`src/rtl/core_issue_controller_pkg.sv`:
```
// rtl/core_issue_controller_pkg.sv - shared types and constants for the instruction issue controller
//
// Contents:
//   state_t  issue FSM encoding (IDLE=0, ISSUE=1, WAIT=2)
//   CNT_W    width of the issue/retire/timeout performance counters
//   INSTR_W  width of one RISC-V instruction word
package core_issue_controller_pkg;

   typedef enum logic [1:0] {
      ST_IDLE  = 2'd0,
      ST_ISSUE = 2'd1,
      ST_WAIT  = 2'd2
   } state_t;

   localparam int CNT_W   = 32;
   localparam int INSTR_W = 32;

endpackage

```
`src/rtl/core_issue_controller_issue_fifo.sv`:
```
// rtl/core_issue_controller_issue_fifo.sv - circular instruction buffer between host and issue FSM
//
// Ports:
//   clk, reset        rising-edge clock, asynchronous active-low reset
//   flush             synchronous clear; also suppresses any push/pop in that cycle
//   push, push_data   write request and word (ignored when full)
//   pop, pop_data     read request and head word (pop_data is valid whenever !empty)
//   full, empty       occupancy flags
//   level             occupied entries, 0..DEPTH
module issue_fifo #(
   parameter int DEPTH = 8,
   parameter int WIDTH = 32
) (
   input  logic                     clk,
   input  logic                     reset,
   input  logic                     flush,
   input  logic                     push,
   input  logic [WIDTH-1:0]         push_data,
   input  logic                     pop,
   output logic [WIDTH-1:0]         pop_data,
   output logic                     full,
   output logic                     empty,
   output logic [$clog2(DEPTH):0]   level
);

   localparam int AW = $clog2(DEPTH);

   logic [WIDTH-1:0] r_mem [DEPTH];
   logic [AW:0]      r_wr_ptr;
   logic [AW:0]      r_rd_ptr;
   logic             w_push_ok;
   logic             w_pop_ok;

   // Pointers carry one extra lap bit so full and empty are distinguishable.
   assign full      = (r_wr_ptr[AW] != r_rd_ptr[AW]) && (r_wr_ptr[AW-1:0] == r_rd_ptr[AW-1:0]);
   assign empty     = (r_wr_ptr == r_rd_ptr);
   assign level     = r_wr_ptr - r_rd_ptr;
   assign pop_data  = r_mem[r_rd_ptr[AW-1:0]];
   assign w_push_ok = push && !full && !flush;
   assign w_pop_ok  = pop && !empty && !flush;

   always_ff @(posedge clk or negedge reset) begin
      if (!reset) begin
         r_wr_ptr <= '0;
         r_rd_ptr <= '0;
      end else if (flush) begin
         r_wr_ptr <= '0;
         r_rd_ptr <= '0;
      end else begin
         if (w_push_ok) r_wr_ptr <= r_wr_ptr + 1'b1;
         if (w_pop_ok)  r_rd_ptr <= r_rd_ptr + 1'b1;
      end
   end

   // Storage needs no reset: entries are only read between the pointers.
   always_ff @(posedge clk) begin
      if (w_push_ok) r_mem[r_wr_ptr[AW-1:0]] <= push_data;
   end

endmodule

```
`src/rtl/core_issue_controller.sv`:
```
// rtl/core_issue_controller.sv - buffers host instructions and issues them one at a time to the core
//
// Build option: ISSUE_TIMEOUT_EN enables the WAIT-state watchdog; without it WAIT
// exits only on coreComplete and timeoutCount is tied to 0.
//
// Ports:
//   clk, reset                  rising-edge clock, asynchronous active-low reset
//   flush                       synchronous clear of FIFO and FSM (counters kept)
//   inInstruction/inValid       host push; accepted when inValid && inReady
//   inReady                     FIFO not full
//   coreInstruction/coreValid   issued word, coreValid high for one cycle per word
//   coreComplete                core retire strobe, honoured only in WAIT
//   busy                        FSM not idle or FIFO non-empty
//   fifoLevel                   occupied FIFO entries
//   issuedCount/retiredCount/timeoutCount  wrapping performance counters
module core_issue_controller
   import core_issue_controller_pkg::*;
#(
   parameter int DEPTH          = 8,
   parameter int TIMEOUT_CYCLES = 16
) (
   input  logic                     clk,
   input  logic                     reset,
   input  logic                     flush,
   input  logic [INSTR_W-1:0]       inInstruction,
   input  logic                     inValid,
   output logic                     inReady,
   output logic [INSTR_W-1:0]       coreInstruction,
   output logic                     coreValid,
   input  logic                     coreComplete,
   output logic                     busy,
   output logic [$clog2(DEPTH):0]   fifoLevel,
   output logic [CNT_W-1:0]         issuedCount,
   output logic [CNT_W-1:0]         retiredCount,
   output logic [CNT_W-1:0]         timeoutCount
);

   if (DEPTH < 2 || (DEPTH & (DEPTH - 1)) != 0) begin : g_bad_depth
      $error("DEPTH must be a power of two and at least 2");
   end
   if (TIMEOUT_CYCLES < 2) begin : g_bad_timeout
      $error("TIMEOUT_CYCLES must be at least 2");
   end

   state_t              r_state;
   logic [INSTR_W-1:0]  r_hold;
   logic                r_core_valid;
   logic [CNT_W-1:0]    r_issued;
   logic [CNT_W-1:0]    r_retired;
   logic                w_full;
   logic                w_empty;
   logic                w_pop;
   logic [INSTR_W-1:0]  w_head;

`ifdef ISSUE_TIMEOUT_EN
   localparam int TW = (TIMEOUT_CYCLES > 2) ? $clog2(TIMEOUT_CYCLES) : 1;
   localparam logic [TW-1:0] TIMER_LAST = TW'(TIMEOUT_CYCLES - 1);
   logic [TW-1:0]       r_timer;
   logic [CNT_W-1:0]    r_timeout;
`endif

   // The FSM takes the head word only from IDLE; flush wins over the pop.
   assign w_pop = (r_state == ST_IDLE) && !w_empty && !flush;

   issue_fifo #(
      .DEPTH (DEPTH),
      .WIDTH (INSTR_W)
   ) u_fifo (
      .clk       (clk),
      .reset     (reset),
      .flush     (flush),
      .push      (inValid),
      .push_data (inInstruction),
      .pop       (w_pop),
      .pop_data  (w_head),
      .full      (w_full),
      .empty     (w_empty),
      .level     (fifoLevel)
   );

   always_ff @(posedge clk or negedge reset) begin
      if (!reset) begin
         r_state      <= ST_IDLE;
         r_hold       <= '0;
         r_core_valid <= 1'b0;
         r_issued     <= '0;
         r_retired    <= '0;
`ifdef ISSUE_TIMEOUT_EN
         r_timer      <= '0;
         r_timeout    <= '0;
`endif
      end else if (flush) begin
         // An in-flight word is dropped without touching any counter.
         r_state      <= ST_IDLE;
         r_core_valid <= 1'b0;
`ifdef ISSUE_TIMEOUT_EN
         r_timer      <= '0;
`endif
      end else begin
         case (r_state)
            ST_IDLE: begin
               if (!w_empty) begin
                  r_hold       <= w_head;
                  r_core_valid <= 1'b1;
                  r_state      <= ST_ISSUE;
               end
            end
            ST_ISSUE: begin
               r_core_valid <= 1'b0;
               r_issued     <= r_issued + 1'b1;
               r_state      <= ST_WAIT;
`ifdef ISSUE_TIMEOUT_EN
               r_timer      <= '0;
`endif
            end
            ST_WAIT: begin
               if (coreComplete) begin
                  r_retired <= r_retired + 1'b1;
                  r_state   <= ST_IDLE;
`ifdef ISSUE_TIMEOUT_EN
               end else if (r_timer == TIMER_LAST) begin
                  r_timeout <= r_timeout + 1'b1;
                  r_state   <= ST_IDLE;
               end else begin
                  r_timer   <= r_timer + 1'b1;
`endif
               end
            end
            default: begin
               r_state      <= ST_IDLE;
               r_core_valid <= 1'b0;
            end
         endcase
      end
   end

   assign inReady         = !w_full;
   assign coreInstruction = r_hold;
   assign coreValid       = r_core_valid;
   assign busy            = (r_state != ST_IDLE) || !w_empty;
   assign issuedCount     = r_issued;
   assign retiredCount    = r_retired;
`ifdef ISSUE_TIMEOUT_EN
   assign timeoutCount    = r_timeout;
`else
   assign timeoutCount    = '0;
`endif

endmodule

```
`config.mk`:
```
export PLATFORM = sky130hd
export DESIGN_NAME = core_issue_controller
export DESIGN_NICKNAME = d
export VERILOG_FILES = /design/src/rtl/core_issue_controller_pkg.sv /design/src/rtl/core_issue_controller_issue_fifo.sv /design/src/rtl/core_issue_controller.sv
export SDC_FILE = /design/constraint.sdc
export NUM_CORES = 1
export LEC_CHECK = 0
export CAP_MARGIN = 20
export CORE_UTILIZATION = 27
export DETAILED_ROUTE_END_ITERATION = 16
export GPL_ROUTABILITY_DRIVEN = 0
export SYNTH_ARGS = -nofsm -noshare
export SYNTH_HDL_FRONTEND = slang
export SYNTH_SLANG_ARGS = --single-unit
```
`constraint.sdc`:
```
create_clock -name clk -period 12.6 [get_ports clk]
set_clock_uncertainty 0.1 [all_clocks]
set_input_delay 1.89 -clock clk [delete_from_list [all_inputs] [get_ports clk]]
set_output_delay 1.89 -clock clk [all_outputs]
set_load 0.005 [all_outputs]
```
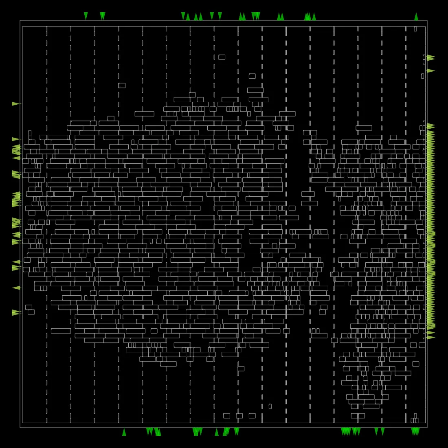
Figure 1: run 1, placement view.
Seq cells: 363
Tap Cells: 688
sequential portion of the cell area: 57.56%

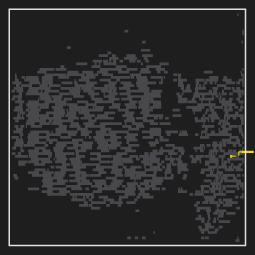
Figure 2: run 1, nets reached from selected ports.
(1 px per um)
- yellow: inReady (bits 1; direction output; edge right; end cells 1; buffers 1; wire 12.5 um)
# IOs: 172
Port Buf Inserts: 139

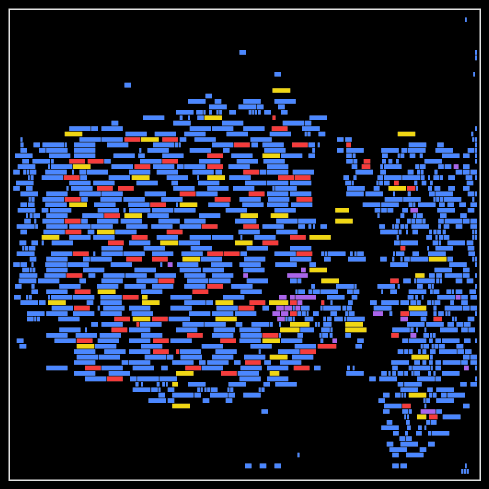
Figure 3: run 1, cell sizes after repair.
(2 px per um)
- red: x2 (cells 83; share 8.0%)
- blue: x1 and smaller (cells 885; share 85%)
- purple: x3 and x4 (cells 23; share 2.2%)
- yellow: x6 and larger (cells 50; share 4.8%)
Setup WS post-layout: 7.436 ns
Design Area, Final: 18020 um^2
Non-Clock Buffer Count: 151
synth-to-layout area growth: 23.22%

==> reports/metrics.cfg, run 1 <==
[detailed_routing]
first_pass_iters = 4
antenna_left = 0
routed_wl_um = 30890
drtIter0Drc = 489

[finish]
nets = 1056
final_cell_mix = 256 x edfxtp_1, 138 x clkdlybuf4s50_1, 104 x dfrtp_1
lay_top_count = edfxtp_1

[synth]
synthCells = 856
yosysWarnings = 0
synth_flop_count = 363
top_cell_area_share_pct = 52.56
yosysMostFrequentCell = edfxtp_1
xor_area_share_pct = 4.132
ys_cells = 856
logic_family = multiplexers
async_flop_share_pct = 29.48
postSynthSeqShare_pct = 70.87

[global_route]
grt_max_degree = 71
grt_usage_pct = 11.40
grt_overflow = 0
grt_antenna_before_repair = 2

[clock_network]
cts_made_buffers = 38
ctsHtreeMaxLevel = 2
cts_buffer_depth = 3

[outcome]
status = complete, no violations

[power_and_ir_drop]
combinationalPowerShare_pct = 17.2
ir_drop_mv = 0.09174
switching_share_pct = 25.45
powerDensity_nw_per_um2 = 170.6
pwr-share-seq_pct = 47.3
p_int_mw = 2.291
power.total_mw = 3.074

[critical_path]
cp.arrival_ns = 3.17
required_ns = 10.61
critPathCaptureType = primary output
crit_path_start_kind = flop

[die]
fp_util_pct = 27.56
core-area_um2 = 53080

[sta]
rsz0062_at_grt = false
fmax_mhz = 193.6

==> run 1: layer usage <==
layer | GRT usage [%] | part of all wire [%]
met1 | 15.61 | 46
met2 | 18.20 | 47
met3 | 2.561 | 5.1
met4 | 3.030 | 1.6
met5 | 0 | 0.074
==> run 1: area by class of cell <==
class	count	area, um^2	area share (%)
antenna	1	2.502	0.01389
clock buffer	57	1052	5.839
clock inverter	13	158.9	0.8818
inverter	13	48.80	0.2708
multi-input combinational	444	3985	22.11
sequential	363	10370	57.56
tap	688	860.8	4.777
timing repair buffer	151	1539	8.540
==> run 1: logic make-up (layout without fill, tap and decap cells) <==
kind of cell | Yosys count | count (layout)
adder cells (fa/ha/maj) | 8 | 8
XOR/XNOR | 69 | 69
AND-OR/OR-AND | 41 | 41
other | 1 | 33
buffers and inverters | 80 | 234
flip-flops | 363 | 363
AND/OR/NAND/NOR | 192 | 192
multiplexers | 102 | 102
==> run 1: sequential cells by signal, summed over array words and instances, names as in the netlist <==
signal / count
coreInstruction: 32
coreValid: 1
issuedCount: 32
r_state: 2
retiredCount: 32
u_fifo.r_mem: 256
u_fifo.r_rd_ptr: 4
u_fifo.r_wr_ptr: 4
==> run 1: power groups by stage <==
stage                     combinational [mW]  clock [mW]  sequential (mW)
after detailed placement               0.545           0             1.48
after floorplan                        0.328           0             1.43
after global placement                 0.540           0             1.48
final                                  0.528        1.09             1.45
after CTS                              0.548        1.12             1.46
after global routing                   0.581        1.17             1.47
==> run 1: final timing paths <==
check | endpoint | start | slack (ns) | depth (start not counted)
worst max-delay path | fifoLevel[3] | u_fifo.r_rd_ptr[1]$_DFFE_PN0P_ | 7.44 | 6
worst min-delay path | retiredCount[31]$_DFFE_PN0P_ | retiredCount[31]$_DFFE_PN0P_ | 0.36 | 1
worst max register to register | u_fifo.r_mem[4][26]$_DFFE_PP_ | u_fifo.r_rd_ptr[1]$_DFFE_PN0P_ | 8.58 | 7
worst min register to register | retiredCount[31]$_DFFE_PN0P_ | retiredCount[31]$_DFFE_PN0P_ | 0.36 | 1
max in group asynchronous | u_fifo.r_rd_ptr[1]$_DFFE_PN0P_ | reset | 9.70 | 2
min in group asynchronous | issuedCount[27]$_DFFE_PN0P_ | reset | 1.30 | 1
==> run 1: stage by stage <==
stage | setup slack (ns) | area (um^2)
after floorplan | 7.375 | 14740
after global placement | 7.855 | 16720
after detailed placement | 7.931 | 16750
after CTS | 7.332 | 17960
after global routing | 7.209 | 18020
final | 7.436 | 18020
==> run 1: worst max-delay path: cells and delay by family (launching register included) <==
kind / cells / cell delay (ns)
flip-flops: 1 / 1.10
buffers and inverters: 2 / 0.69
AND-OR/OR-AND: 2 / 0.35
adder cells (fa/ha/maj): 1 / 0.34
XOR/XNOR: 1 / 0.14
Figure 4. Selected gate families (run 1).
(2 px per um)
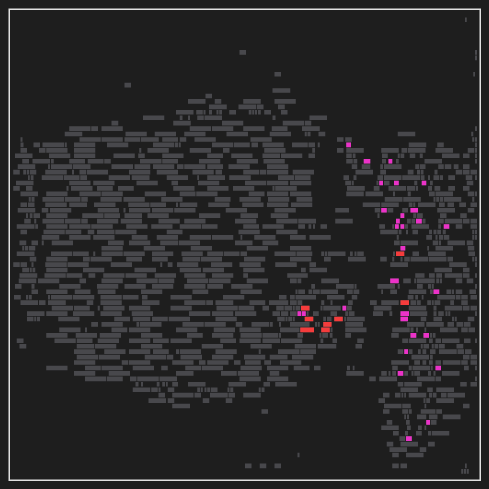

## Run 2: what changed since run 1
Clock period 12.6 ns to 4.55 ns, I/O delays scaled along.
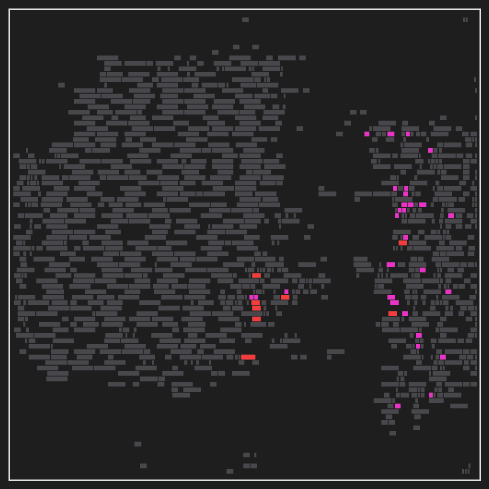
Figure 5: run 2, selected gate families.
(2 px per um)
- magenta: and/or cells (cells 29; where middle right)
- red: fa/ha/maj cells (cells 8)
Comb/total area: 22.04%
Commonest Layout Cell: edfxtp_1
Layout Cells excl Fill: 1733

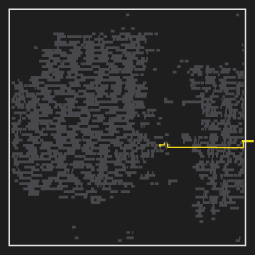
Figure 6: run 2, nets reached from selected ports.
(1 px per um)
- yellow: inReady (bits 1; direction output; edge right; end cells 1; buffers 1; wire 92.6 um)

==> run 2 against run 1 <==
Register-to-register slack got worse by 7.3 ns. Final cell count rose by 0.17%. Non-clock buffer count rose by 4. Clock power rose to 2.9 times the previous value. Global-route usage rose by 0.11 points. Count of clock-buffer cells in the layout fell by 11. Sequential cell count did not move. Worst hold slack improved by 0.0046 ns. Synthesized area did not move. Core utilization rose by 0.16 points. Sequential power rose to 2.7 times the previous value. First-iteration DRC count fell by 10%.
==> reports/metrics.cfg, run 2 <==
[critical_path]
startpoint = u_fifo.r_rd_ptr[1]$_DFFE_PN0P_
crit_family = buffers and inverters
r2r-end = u_fifo.r_mem[6][24]$_DFFE_PP_
cp.arrival_ns = 2.90
critPathCaptureType = primary output
worstSetupEndpoint = fifoLevel[1]
crit_buf_inv = 3
reg2reg_depth = 6
cp_num_cells = 4
timing.rr.start = u_fifo.r_wr_ptr[2]$_DFFE_PN0P_
regToRegSetupSlack_ns = 1.33

[global_route]
grt_overflow = 0
grt_max_degree = 69

[finish]
combGateArea_um2 = 3991
register_area_um2 = 10370
largest_reg_flops = 256
diodes = 0
final_cell_mix = 256 x edfxtp_1, 138 x clkdlybuf4s50_1, 104 x dfrtp_1
nets = 1061

[power_and_ir_drop]
ir_drop_mv = 0.2691

[place]
portBuffers = 139

[clock_network]
cts_made_buffers = 39
ctsHtreeMaxLevel = 2
cts_buffer_depth = 3

[die]
ios = 172
core-area_um2 = 53080
fp_util_pct = 27.56

[synth]
async_flop_share_pct = 29.48
yosysMostFrequentCell = edfxtp_1
synth_flop_count = 363
yosysWarnings = 0
postSynthSeqShare_pct = 70.87
ys_cells = 856
top_cell_area_share_pct = 52.56
synthCells = 856

[detailed_routing]
routed_wl_um = 31410
antenna_left = 0
drtIter0Drc = 438

[sta]
fmax_mhz = 271.3
rsz0062_at_grt = false

[outcome]
status = complete, no violations

[run 2: worst min-delay path by stage]
stage	cells past startpoint	endpoint	startpoint	slack, ns
2_1_floorplan	0	coreInstruction[0]$_DFFE_PN0P_	reset	0.29
3_3_place_gp	1	retiredCount[31]$_DFFE_PN0P_	retiredCount[31]$_DFFE_PN0P_	0.36
3_5_place_dp	1	retiredCount[31]$_DFFE_PN0P_	retiredCount[31]$_DFFE_PN0P_	0.36
4_1_cts	1	retiredCount[31]$_DFFE_PN0P_	retiredCount[31]$_DFFE_PN0P_	0.37
5_1_grt	1	retiredCount[31]$_DFFE_PN0P_	retiredCount[31]$_DFFE_PN0P_	0.39
6_report	1	retiredCount[31]$_DFFE_PN0P_	retiredCount[31]$_DFFE_PN0P_	0.37
[run 2: worst reg2reg max path: stages (launching register included)]
cell     delay, ns
dfrtp_1       0.57
ha_1          0.36
nand3_1       0.19
o21ai_0       0.24
or3_1         0.54
nor2_4        0.65
buf_12        0.26
[run 2: area by class of cell]
type	count	area share, %
multi-input cells	444	22.04
well taps	688	4.754
repair buffers	155	8.554
clock inverters	24	1.444
clock buffers	46	5.645
flip-flops and latches	363	57.29
inverters	13	0.2695
[run 2: cell families after synthesis]
family,Yosys count,share of synthesized area (%)
flops,363,70.87
simple gates,192,7.152
mux,102,12.46
buf+inv,80,3.105
xor+xnor,69,4.132
compound gates,41,1.514
fa+ha+maj,8,0.7357
other cells,1,0.02564
[run 2: timing repair]
| action | 4_1_cts | 5_1_grt |
|---|---|---|
| endpoints found under the hold margin | 27 | 0 |
| buffers inserted | 0 | 0 |
| resized | 0 | 0 |
| hold buffers | 1 | 0 |
[run 2: where the power goes]
part,switching (mW),internal (mW),leakage [nW]
Combinational,0.736,0.843,1.98
Sequential,0.151,3.77,3.67
Clock,1.31,1.85,0.625
[run 2: through the flow]
stage	cell area [um^2]	setup WS [ns]	power [mW]	instances	util, %
global route	18110	0.7764	9.089	1733	34.12
floorplan	14750	0.5490	4.871	887	-
CTS	18110	0.8167	8.821	1733	34.12
global placement	16810	1.156	5.611	1662	31.68
detailed placement	16810	1.080	5.622	1662	31.68
finish	18110	0.8644	8.663	1733	34.12
[run 2: per-layer routing]
layer  GRT usage (%)  part of all wire, %  vias up
li1                -                    -     3536
met1           15.63                   46     3978
met2           18.88                   48      222
met3           2.385                  4.9       44
met4           2.632                  1.7        0
met5               0                    0        -
Figure 7. Ports around the boundary (run 2).
(2 px per um) Pins as bars across the die edge, other pins in gray.
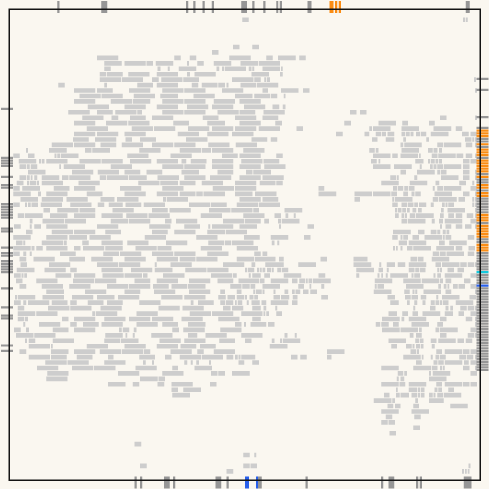

## Run 3: what changed since run 2
Clock period 4.55 ns to 3.1 ns, I/O delays scaled along.
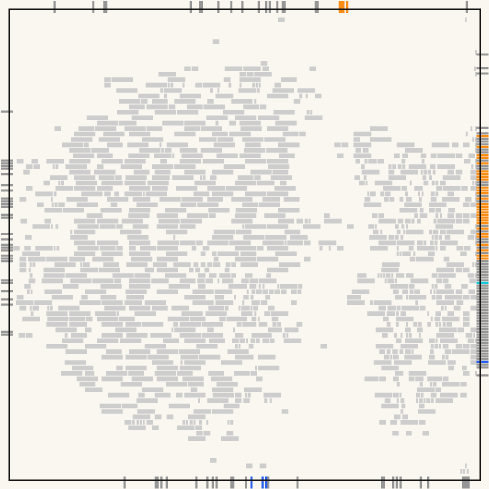
Figure 8: run 3, ports around the boundary.
(2 px per um) Pins as bars across the die edge, other pins in gray.
- cyan: inReady (pins 1; direction output; edge right)
- orange: retiredCount (pins 32; direction output; edge 28 right, 4 top)
- blue: fifoLevel (pins 4; direction output; edge 3 bottom, 1 right)
- all pins by edge: 92 right, 29 left, 28 bottom, 23 top
Die Y: 234.7 um
Die X-Extent: 234.7 um

==> run 3 against run 2 <==
Worst setup slack lost 0.77 ns. Non-clock buffer count grew 11. First-iteration DRC count is 42% higher. Count of clock-buffer cells in the layout increased by 6. Final cell count increased by 0.63%. Sequential share of layout area shrank 0.42 points. Core utilization up 0.26 points. Register-to-register slack lost 0.87 ns.
==> reports/metrics.cfg, run 3 <==
[outcome]
status = complete, no violations

[critical_path]
required_ns = 2.53
worstSetupEndpoint = fifoLevel[2]
crit_family = adder cells
cp.arrival_ns = 2.44
timing.rr.start = u_fifo.r_wr_ptr[2]$_DFFE_PN0P_
startpoint = u_fifo.r_rd_ptr[0]$_DFFE_PN0P_
crit_buf_inv = 1
r2r-end = u_fifo.r_mem[1][15]$_DFFE_PP_
critPathMaxFanout = 2
reg2reg_depth = 6
critPathCaptureType = primary output
cp_num_cells = 4
crit_path_start_kind = flop
regToRegSetupSlack_ns = 0.46

[detailed_routing]
drt-wirelength-per-cell_um = 18.27
post-route-drc-count = 0
routed_wl_um = 31860
first_pass_iters = 4
viasPerCell = 4.503
vias = 7854
antenna_left = 0
drtIter0Drc = 620

[global_route]
grt_antenna_before_repair = 3
met3_usage_pct = 3.055
use_met2_pct = 18.44
grt_max_degree = 69
grt_most_used_layer = met2
grt_usage_pct = 11.68
grt_overflow = 0
grt_util_met1_pct = 15.97

[finish]
lay_top_count = edfxtp_1
final_cell_mix = 256 x edfxtp_1, 137 x clkdlybuf4s50_1, 103 x dfrtp_1
design_area_um2 = 18250
utilization_pct = 34.38
syn_to_final_growth_pct = 24.75
nets = 1072
largest_reg_flops = 256
diodes = 0

[power_and_ir_drop]
power.total_mw = 12.84
powerDensity_nw_per_um2 = 704.0
ir_drop_mv = 0.4217

[flow_run]
drv_cap = 0

[clock_network]
cts_buffer_depth = 3
path_clk_slew_ns = 0.06
ctsHtreeMaxLevel = 2
clk_latency_ns = 0.53
cts_made_buffers = 39

[synth]
synth_chip_area_um2 = 14630
top_area_cell = edfxtp_1
synth_flop_count = 363
edf_count = 256
synthCells = 856
ys_cells = 856
async_flop_share_pct = 29.48
yosysMostFrequentCell = edfxtp_1
top_cell_area_share_pct = 52.56
topCellsByArea = edfxtp_1 53%, dfrtp_1 18%, mux4_2 9.9%
postSynthSeqShare_pct = 70.87
yosysWarnings = 0
yosys.cell_types.count = 44

[place]
place_area_um2 = 16920
dp.cells = 1672
pre_cts_slack_ns = 0.3046
portBuffers = 139

[worst_hold_path]
hold_path_depth = 1

[sta]
rsz0062_at_grt = false
maxSlewViolCount = 0
fmax_mhz = 332.5
setup_ws_ns = 0.09209

[die]
core.rowCount = 84
fp_util_pct = 27.56
ios = 172
core-area_um2 = 53080

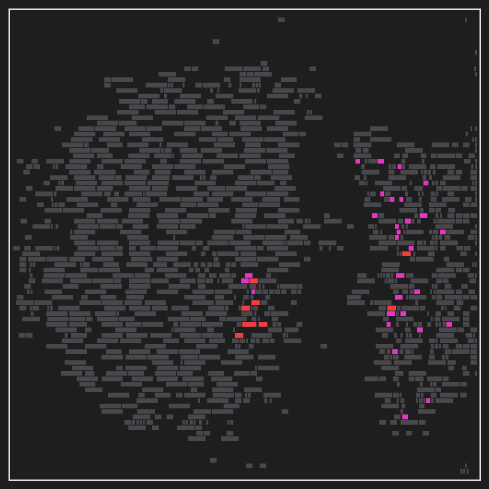
Figure 9: run 3, selected gate families.
(2 px per um)
- magenta: and/or cells (cells 29; where middle right)
- red: fa/ha/maj cells (cells 8)
Layout Cells excl Fill: 1744
Comb/total area: 22.03%

run 3: cell types whose count changed in the layout (fill, tap and decap cells not counted), moves of 3 or more:
cell | previous run | this run
buf_4 | 13 | 23
clkbuf_1 | 5 | 9
clkinv_2 | 7 | 4
clkinv_4 | 5 | 0
run 3: metal layers:
| metal | part of all wire, % | routed length (um) |
|---|---|---|
| met2 | 47 | 14890 |
| met4 | 1.6 | 513 |
| met1 | 45 | 14470 |
| met5 | 0.11 | 34 |
| met3 | 6.1 | 1950 |
run 3: worst reg2reg max path, cell delays in order (launching register included):
cell and delay [ns]:
dfrtp_1 0.56, ha_1 0.37, nand3_2 0.15, o21ai_2 0.11, or3_4 0.48, nor3_4 0.19
buf_4 0.36
run 3: what timing repair did:
action	in CTS	in global routing
pin swaps	0	1
setup endpoints to repair	2	2
hold buffers	1	0
buffers inserted	0	1
hold endpoints to repair	46	0
gates resized	3	1
run 3: cells by family after synthesis:
kind of cell | count (synthesis) | synth area share, %
multiplexers | 102 | 12.46
AND-OR/OR-AND | 41 | 1.514
XOR/XNOR | 69 | 4.132
buffers and inverters | 80 | 3.105
flip-flops | 363 | 70.87
other | 1 | 0.02564
adder cells (fa/ha/maj) | 8 | 0.7357
AND/OR/NAND/NOR | 192 | 7.152
run 3: how the worst min path moves through the flow:
stage / start / end / slack, ns
floorplan: reset / coreInstruction[0]$_DFFE_PN0P_ / 0.07
global placement: retiredCount[31]$_DFFE_PN0P_ / retiredCount[31]$_DFFE_PN0P_ / 0.37
detailed placement: retiredCount[31]$_DFFE_PN0P_ / retiredCount[31]$_DFFE_PN0P_ / 0.36
CTS: retiredCount[31]$_DFFE_PN0P_ / retiredCount[31]$_DFFE_PN0P_ / 0.37
global route: issuedCount[31]$_DFFE_PN0P_ / issuedCount[31]$_DFFE_PN0P_ / 0.39
finish: issuedCount[31]$_DFFE_PN0P_ / issuedCount[31]$_DFFE_PN0P_ / 0.37
run 3: area by class of cell:
class	count	area, um^2	area share [%]
Inverter	13	48.80	0.2675
Clock buffer	52	1065	5.836
Clock inverter	18	232.7	1.276
Timing Repair Buffer	166	1643	9.004
Multi-Input combinational cell	444	4020	22.03
Sequential cell	363	10380	56.86
Tap cell	688	860.8	4.718
run 3: where the power goes:
| part | internal [mW] | total (mW) | switching [mW] |
|---|---|---|---|
| Clock | 2.84 | 4.73 | 1.89 |
| Combinational | 1.27 | 2.35 | 1.08 |
| Sequential | 5.53 | 5.76 | 0.229 |
Power is estimated from default activity; no workload was simulated.
